Fig. 1: metal layers overlaid
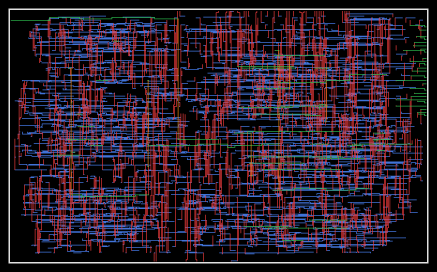
Fig. 2: signal wires on met2
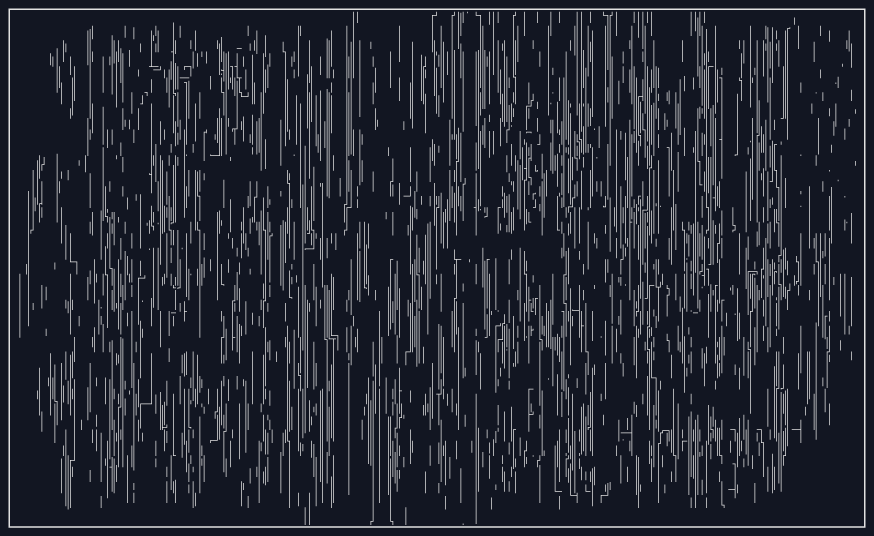
Fig. 3: cell area per tile
18 x 11 tiles, from white (low) to dark blue (high), 0 to 100% covered.
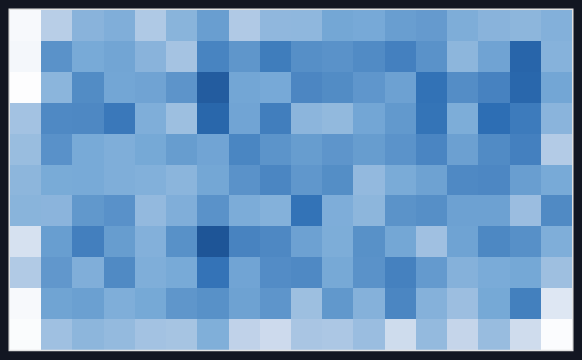
**config.mk**
```make
export PLATFORM = sky130hd
export DESIGN_NAME = pin_walker
export DESIGN_NICKNAME = d
export VERILOG_FILES = /design/src/rtl/pin_walker.sv
export SDC_FILE = /design/constraint.sdc
export NUM_CORES = 1
export LEC_CHECK = 0
export ABC_AREA = 1
export ABC_CLOCK_PERIOD_IN_PS = 1850
export CELL_PAD_IN_SITES_DETAIL_PLACEMENT = 1
export CELL_PAD_IN_SITES_GLOBAL_PLACEMENT = 1
export CORE_ASPECT_RATIO = 0.6
export CORE_UTILIZATION = 43
export DETAILED_ROUTE_END_ITERATION = 6
export HOLD_SLACK_MARGIN = 0.05
export PLACE_DENSITY_LB_ADDON = 0.1
export SYNTH_ARGS = -nofsm -noshare
export SYNTH_HDL_FRONTEND = slang
export SYNTH_HIERARCHICAL = 1
export SYNTH_SLANG_ARGS = --single-unit
```
**constraint.sdc**
```tcl
create_clock -name clk -period 1.85 [get_ports clk]
set_clock_uncertainty 0.15 [all_clocks]
set_input_delay 0.185 -clock clk [delete_from_list [all_inputs] [get_ports clk]]
set_output_delay 0.185 -clock clk [all_outputs]
set_load 0.01 [all_outputs]
```
**src/rtl/pin_walker.sv**
```systemverilog
// pin_walker: board bring-up pin locator.
// Drives exactly one of NUM_PINS header pins high (or none) so a probe or LED
// can find it. Three active-low buttons, each debounced, step the selected pin
// up/down and cycle the display mode (STEADY, BLINK, AUTO, OFF).

// ---------------------------------------------------------------------------
// pin_walker_debounce: 2-flop synchroniser plus stability counter for one
// active-low button. 'pressed' is the accepted (debounced) level; 'press_pulse'
// is high for exactly one cycle when the accepted level flips to pressed.
// ---------------------------------------------------------------------------
module pin_walker_debounce #(
  parameter int DEBOUNCE_CYCLES = 250000
) (
  input  logic clk,
  input  logic resetn,
  input  logic btn_n,
  output logic pressed,
  output logic press_pulse
);

  localparam int CNT_W = (DEBOUNCE_CYCLES > 1) ? $clog2(DEBOUNCE_CYCLES) : 1;
  localparam logic [CNT_W-1:0] CNT_LAST = CNT_W'(DEBOUNCE_CYCLES - 1);

  logic [1:0]       sync_q;
  logic             level;
  logic [CNT_W-1:0] cnt_q;

  // Synchronised level, inverted so 1 means "button held down".
  assign level = ~sync_q[1];

  // Synchronise the raw pin and accept a new level once it has been stable
  // for DEBOUNCE_CYCLES consecutive samples.
  always_ff @(posedge clk) begin
    // NOTE: every register is written with <= so all flops sample the values
    // from before this edge, whatever order the statements appear in.
    if (!resetn) begin
      sync_q      <= 2'b11;  // released: the raw button idles high
      pressed     <= 1'b0;
      cnt_q       <= '0;
      press_pulse <= 1'b0;
    end else begin
      sync_q      <= {sync_q[0], btn_n};
      press_pulse <= 1'b0;
      if (level == pressed) begin
        cnt_q <= '0;
      end else if (cnt_q == CNT_LAST) begin
        pressed     <= level;
        cnt_q       <= '0;
        press_pulse <= level;  // release flips the state but emits no pulse
      end else begin
        cnt_q <= cnt_q + CNT_W'(1);
      end
    end
  end

endmodule

// ---------------------------------------------------------------------------
// pin_walker: top level.
// ---------------------------------------------------------------------------
module pin_walker #(
  parameter int NUM_PINS        = 48,
  parameter int DEBOUNCE_CYCLES = 250000,
  parameter int BLINK_CYCLES    = 6250000,
  parameter int AUTO_CYCLES     = 25000000,
  localparam int IDX_W          = (NUM_PINS > 1) ? $clog2(NUM_PINS) : 1
) (
  input  logic                clk,
  input  logic                resetn,
  input  logic                btn_up,
  input  logic                btn_down,
  input  logic                btn_mode,
  output logic [NUM_PINS-1:0] pins,
  output logic [IDX_W-1:0]    index,
  output logic [1:0]          mode,
  output logic                up_led,
  output logic                down_led
);

  // Display modes, in the order a mode press cycles through them.
  localparam logic [1:0] MODE_STEADY = 2'd0;
  localparam logic [1:0] MODE_BLINK  = 2'd1;
  localparam logic [1:0] MODE_AUTO   = 2'd2;
  localparam logic [1:0] MODE_OFF    = 2'd3;

  localparam int BLINK_W = (BLINK_CYCLES > 1) ? $clog2(BLINK_CYCLES) : 1;
  localparam int AUTO_W  = (AUTO_CYCLES > 1) ? $clog2(AUTO_CYCLES) : 1;

  localparam logic [IDX_W-1:0]   IDX_LAST   = IDX_W'(NUM_PINS - 1);
  localparam logic [BLINK_W-1:0] BLINK_LAST = BLINK_W'(BLINK_CYCLES - 1);
  localparam logic [AUTO_W-1:0]  AUTO_LAST  = AUTO_W'(AUTO_CYCLES - 1);
  localparam logic [NUM_PINS-1:0] PIN_ZERO  = {{(NUM_PINS - 1){1'b0}}, 1'b1};

  // ---- button front ends -------------------------------------------------
  logic up_pulse;
  logic down_pulse;
  logic mode_pulse;
  logic mode_held;

  pin_walker_debounce #(.DEBOUNCE_CYCLES(DEBOUNCE_CYCLES)) u_db_up (
    .clk         (clk),
    .resetn      (resetn),
    .btn_n       (btn_up),
    .pressed     (up_led),
    .press_pulse (up_pulse)
  );

  pin_walker_debounce #(.DEBOUNCE_CYCLES(DEBOUNCE_CYCLES)) u_db_down (
    .clk         (clk),
    .resetn      (resetn),
    .btn_n       (btn_down),
    .pressed     (down_led),
    .press_pulse (down_pulse)
  );

  // The mode button's held level has no consumer; only its press pulse acts.
  pin_walker_debounce #(.DEBOUNCE_CYCLES(DEBOUNCE_CYCLES)) u_db_mode (
    .clk         (clk),
    .resetn      (resetn),
    .btn_n       (btn_mode),
    .pressed     (mode_held),
    .press_pulse (mode_pulse)
  );

  // ---- mode / timer state ------------------------------------------------
  logic               phase_q;      // BLINK: 1 while the selected pin is lit
  logic [BLINK_W-1:0] blink_cnt_q;
  logic [AUTO_W-1:0]  auto_cnt_q;

  // ---- next-state signals ------------------------------------------------
  logic                step_up;
  logic                step_down;
  logic                manual_step;
  logic                auto_wrap;
  logic                blink_wrap;
  logic                pin_on;
  logic [IDX_W-1:0]    idx_inc;
  logic [IDX_W-1:0]    idx_dec;
  logic [IDX_W-1:0]    index_nxt;
  logic [NUM_PINS-1:0] pins_nxt;

  // Index arithmetic with wrap at both ends; index never leaves 0..NUM_PINS-1.
  always_comb begin
    // NOTE: each signal gets a default before any branch so no path leaves it
    // unassigned, which would otherwise infer a latch.
    idx_inc = index + IDX_W'(1);
    idx_dec = index - IDX_W'(1);
    if (index == IDX_LAST) idx_inc = '0;
    if (index == '0)       idx_dec = IDX_LAST;
  end

  // Resolve the index update: manual steps cancel each other and take
  // priority over an AUTO timer wrap landing in the same cycle.
  always_comb begin
    step_up     = up_pulse & ~down_pulse;
    step_down   = down_pulse & ~up_pulse;
    manual_step = step_up | step_down;
    auto_wrap   = (mode == MODE_AUTO)  && (auto_cnt_q == AUTO_LAST);
    blink_wrap  = (mode == MODE_BLINK) && (blink_cnt_q == BLINK_LAST);
    index_nxt   = index;
    if (step_up)        index_nxt = idx_inc;
    else if (step_down) index_nxt = idx_dec;
    else if (auto_wrap) index_nxt = idx_inc;
  end

  // Pin decode from the current registered index, mode and phase; it is
  // registered again below, so pins trail index by one cycle.
  always_comb begin
    pin_on = 1'b0;
    case (mode)
      MODE_STEADY: pin_on = 1'b1;
      MODE_BLINK:  pin_on = phase_q;
      MODE_AUTO:   pin_on = 1'b1;
      MODE_OFF:    pin_on = 1'b0;
      default:     pin_on = 1'b0;
    endcase
    pins_nxt = pin_on ? (PIN_ZERO << index) : '0;
  end

  // Selection, mode, timers and registered pin drive.
  always_ff @(posedge clk) begin
    if (!resetn) begin
      index       <= '0;
      mode        <= MODE_STEADY;
      pins        <= '0;
      phase_q     <= 1'b0;
      blink_cnt_q <= '0;
      auto_cnt_q  <= '0;
    end else begin
      index <= index_nxt;
      pins  <= pins_nxt;

      if (mode_pulse) begin
        // Every mode change restarts both timers and the blink phase, so
        // BLINK always opens with the pin dark for a full half-period.
        mode        <= mode + 2'd1;
        phase_q     <= 1'b0;
        blink_cnt_q <= '0;
        auto_cnt_q  <= '0;
      end else begin
        if (mode == MODE_BLINK) begin
          if (blink_wrap) begin
            blink_cnt_q <= '0;
            phase_q     <= ~phase_q;
          end else begin
            blink_cnt_q <= blink_cnt_q + BLINK_W'(1);
          end
        end else begin
          blink_cnt_q <= '0;
          phase_q     <= 1'b0;
        end

        if (mode == MODE_AUTO) begin
          // A manual step restarts the dwell so the new pin gets a full one.
          if (manual_step || auto_wrap) auto_cnt_q <= '0;
          else                          auto_cnt_q <= auto_cnt_q + AUTO_W'(1);
        end else begin
          auto_cnt_q <= '0;
        end
      end
    end
  end

endmodule
```
==> flow_metrics.env <==
# implementation run metrics
export IMPL_cts_resized=7
export IMPL_simple_gate_area_frac=0.381
export IMPL_drv_slew=0
export IMPL_critPathMaxFanout=7
export IMPL_clk_latency_ns=0.44
export IMPL_fmax_mhz=542
export IMPL_ys_sh_xor=0.0574
export IMPL_p_total_mw=7.41
export IMPL_ys_flop_type="dfxtp_1"
export IMPL_grt_pass1_wl_um=36800
export IMPL_setup_violations=0
export IMPL_synth_net_count=1148
export IMPL_worstPathRequired_ns=2.07
export IMPL_overflow=0
export IMPL_hold_depth=3
export IMPL_io_buffer_count=62
export IMPL_n_fill_cell=2318
export IMPL_rows=38
export IMPL_first_pass_iters=7
export IMPL_grt_pass1_vias=7366
export IMPL_wl_per_cell_um=15.3
export IMPL_synth_cell_types=34
export IMPL_gp_congestion=0.901
export IMPL_synthCells=1126
export IMPL_area_growth_pct=25.6
export IMPL_postCtsSetupRepairBufs=0
export IMPL_aoi_share=0.0325
export IMPL_design_area_sq_um=10200
export IMPL_area_leaders="dfxtp_1 (42%), nand2_1 (13%), nor2_1 (11%), inv_1 (5.8%), xor2_1 (3.8%)"
export IMPL_swShare=0.212
export IMPL_nets=1273
export IMPL_place_area_sq_um=9230
export IMPL_tns_ns=0
export IMPL_clkPwrFrac=0.486
export IMPL_violations="DRC"
export IMPL_yosysChipArea_sq_um=8090
export IMPL_crit_type="reg2reg"
export IMPL_synth_area_sq_um=8090
export IMPL_fin_util=0.557
export IMPL_postSynthAreaPerCell_sq_um=7.18
export IMPL_clock_sinks=171
export IMPL_warning_count=36
export IMPL_grt_setup_unrepaired="yes"
export IMPL_vdd_drop_max_uv=695
export IMPL_io_pins=63
export IMPL_ys_seq_share=0.423
export IMPL_ys_flops=171
export IMPL_drt_iter0_drc=419
export IMPL_die_area_sq_um=19400
export IMPL_power_density_nw_per_um2=729
export IMPL_cts_root_buf="clkbuf_16"
export IMPL_end_kind="flip-flop"
export IMPL_layout_cells_non_filler=1504
export IMPL_p_int_mw=5.84
export IMPL_cp_arrival_ns=2.07
export IMPL_tritoncts="built"
export IMPL_p_sw_mw=1.57
export IMPL_cts_buffers=17
export IMPL_synth_top_area_share=0.423
export IMPL_most_common_cell="nand2_1"
export IMPL_lay_top_cells="nand2_1 (280), nor2_1 (220), dfxtp_1 (162)"
export IMPL_final_hold_violation_count=0
export IMPL_holdWs_ns=0.130
export IMPL_grt_start_max_net_pins=26
export IMPL_outcome="complete, but fails checks"
export IMPL_min_period_ns=1.84
export IMPL_p_leak_nw=3.62
export IMPL_drt_total_wl_um=22900
export IMPL_htreeDepth=4
export IMPL_drcViolationCount=16
export IMPL_fin_crit_sh=0.997
export IMPL_drive_gt1_frac=0.156
export IMPL_ant_nets=0
export IMPL_track_usage=0.243
export IMPL_postCtsHoldBufs=0
export IMPL_ys_top_cells_by_count="nand2_1 (282), nor2_1 (227), dfxtp_1 (171)"
export IMPL_timing_worst_slew_pin_value_ns=0.402
export IMPL_antenna_found_initial=0
export IMPL_ys_sh_mux=0
export IMPL_fa_ha_area_frac=0.0263
export IMPL_reg2reg_depth=10
export IMPL_edf_count=0
export IMPL_die_h_um=108
export IMPL_p_comb_frac=0.016
export IMPL_setup_worst_path_start_class="flip-flop"
export IMPL_lay_top_count="nand2_1"
export IMPL_ys_cells=1126
export IMPL_pre_cts_slack_ns=-0.126
export IMPL_vias=7384
export IMPL_logic_family="simple AND/OR/NAND/NOR gates"
export IMPL_hpwl_um=16500
export IMPL_min_delay_path_class="in2reg"
export IMPL_relSlewSlack=0.730
export IMPL_ys_warn_count=6
export IMPL_cts_path_max_buffers=2
export IMPL_maxCapViolCount=0
export IMPL_avgViaCountPerCell=4.91
export IMPL_clk_pin_slew_worst_paths_ns=0.06
export IMPL_diodes=0
export IMPL_die_w_um=179
export IMPL_worst_slack_ns=0.00507
export IMPL_seqPwrFrac=0.498
export IMPL_async_reset_ff_frac=0
export IMPL_dp_cells=1457
export IMPL_largest_area_cell="dfxtp_1"
About Fig. 1:
metal 4 -> orange  # wire length 258 um
metal 2 -> red  # wire length 9,930 um
metal 1 -> blue  # wire length 11,800 um
metal 3 -> green  # wire length 942 um

About Fig. 2:
longest straight run = 37.7 um
share of all routed wire = 43%
main direction = vertical

About Fig. 3:
mean over tiles = 51%
fullest tile = 85%
tiles over 75% full = 3.0%
Pre-Place Util: 0.443
core region area: 18,300 sq um

final timing paths:
check | startpoint | end | slack, ns
max | mode[0]$_SDFFE_PN0P_ | pins[2]$_SDFF_PP0_ | 0.005
min | btn_down | u_db_down/sync_q[0]$_SDFF_PN1_ | 0.13
max reg2reg | mode[0]$_SDFFE_PN0P_ | pins[2]$_SDFF_PP0_ | 0.005
min reg2reg | u_db_up/sync_q[0]$_SDFF_PN1_ | u_db_up/sync_q[1]$_SDFF_PN1_ | 0.25
power by group through the flow:
stage               clock, mW  combinational, mW  sequential, mW
finish                   3.60              0.116            3.69
global route             3.83              0.125            3.69
CTS                      3.68             0.0837            3.69
detailed placement          0             0.0820            3.78
global placement            0             0.0800            3.78
floorplan                   0             0.0493            3.78
registers in the layout, summed over array words and instances (netlist names), 2 cells and up:
register          cells
u_db_up/cnt_q        18
index                 6
auto_cnt_q           25
u_db_mode/sync_q      2
pins                 48
u_db_up/sync_q        2
u_db_mode/cnt_q      18
u_db_down/cnt_q      18
u_db_down/sync_q      2
mode                  2
blink_cnt_q          23
worst max-delay path, stage by stage, from the launching register on:
cell and delay, ns:
dfxtp_2 0.33, buf_6 0.12, ha_4 0.15, inv_2 0.06, nor2_1 0.05, nor2_2 0.15
nand2_2 0.11, nor2_4 0.18, clkinvlp_4 0.19, clkbuf_16 0.20, nor2_4 0.09
layer usage:
metal	routed length (um)	track usage	vias to the layer above
li1	-	-	3725
met1	11800	0.356	3520
met2	9930	0.363	120
met3	941	0.0401	19
met4	257	0.0702	0
met5	0	0	-
final cells by class:
class                           instances  area, sq um  area share
Multi-Input combinational cell        810         4180       0.411
Sequential cell                       171         3440       0.338
Timing Repair Buffer                  124         1170       0.115
Inverter                              127          482      0.0474
Clock buffer                           23          478      0.0470
Tap cell                              240          300      0.0295
Clock inverter                          9          113      0.0111
No activity file was given, so power comes from the tool's default toggle rates.
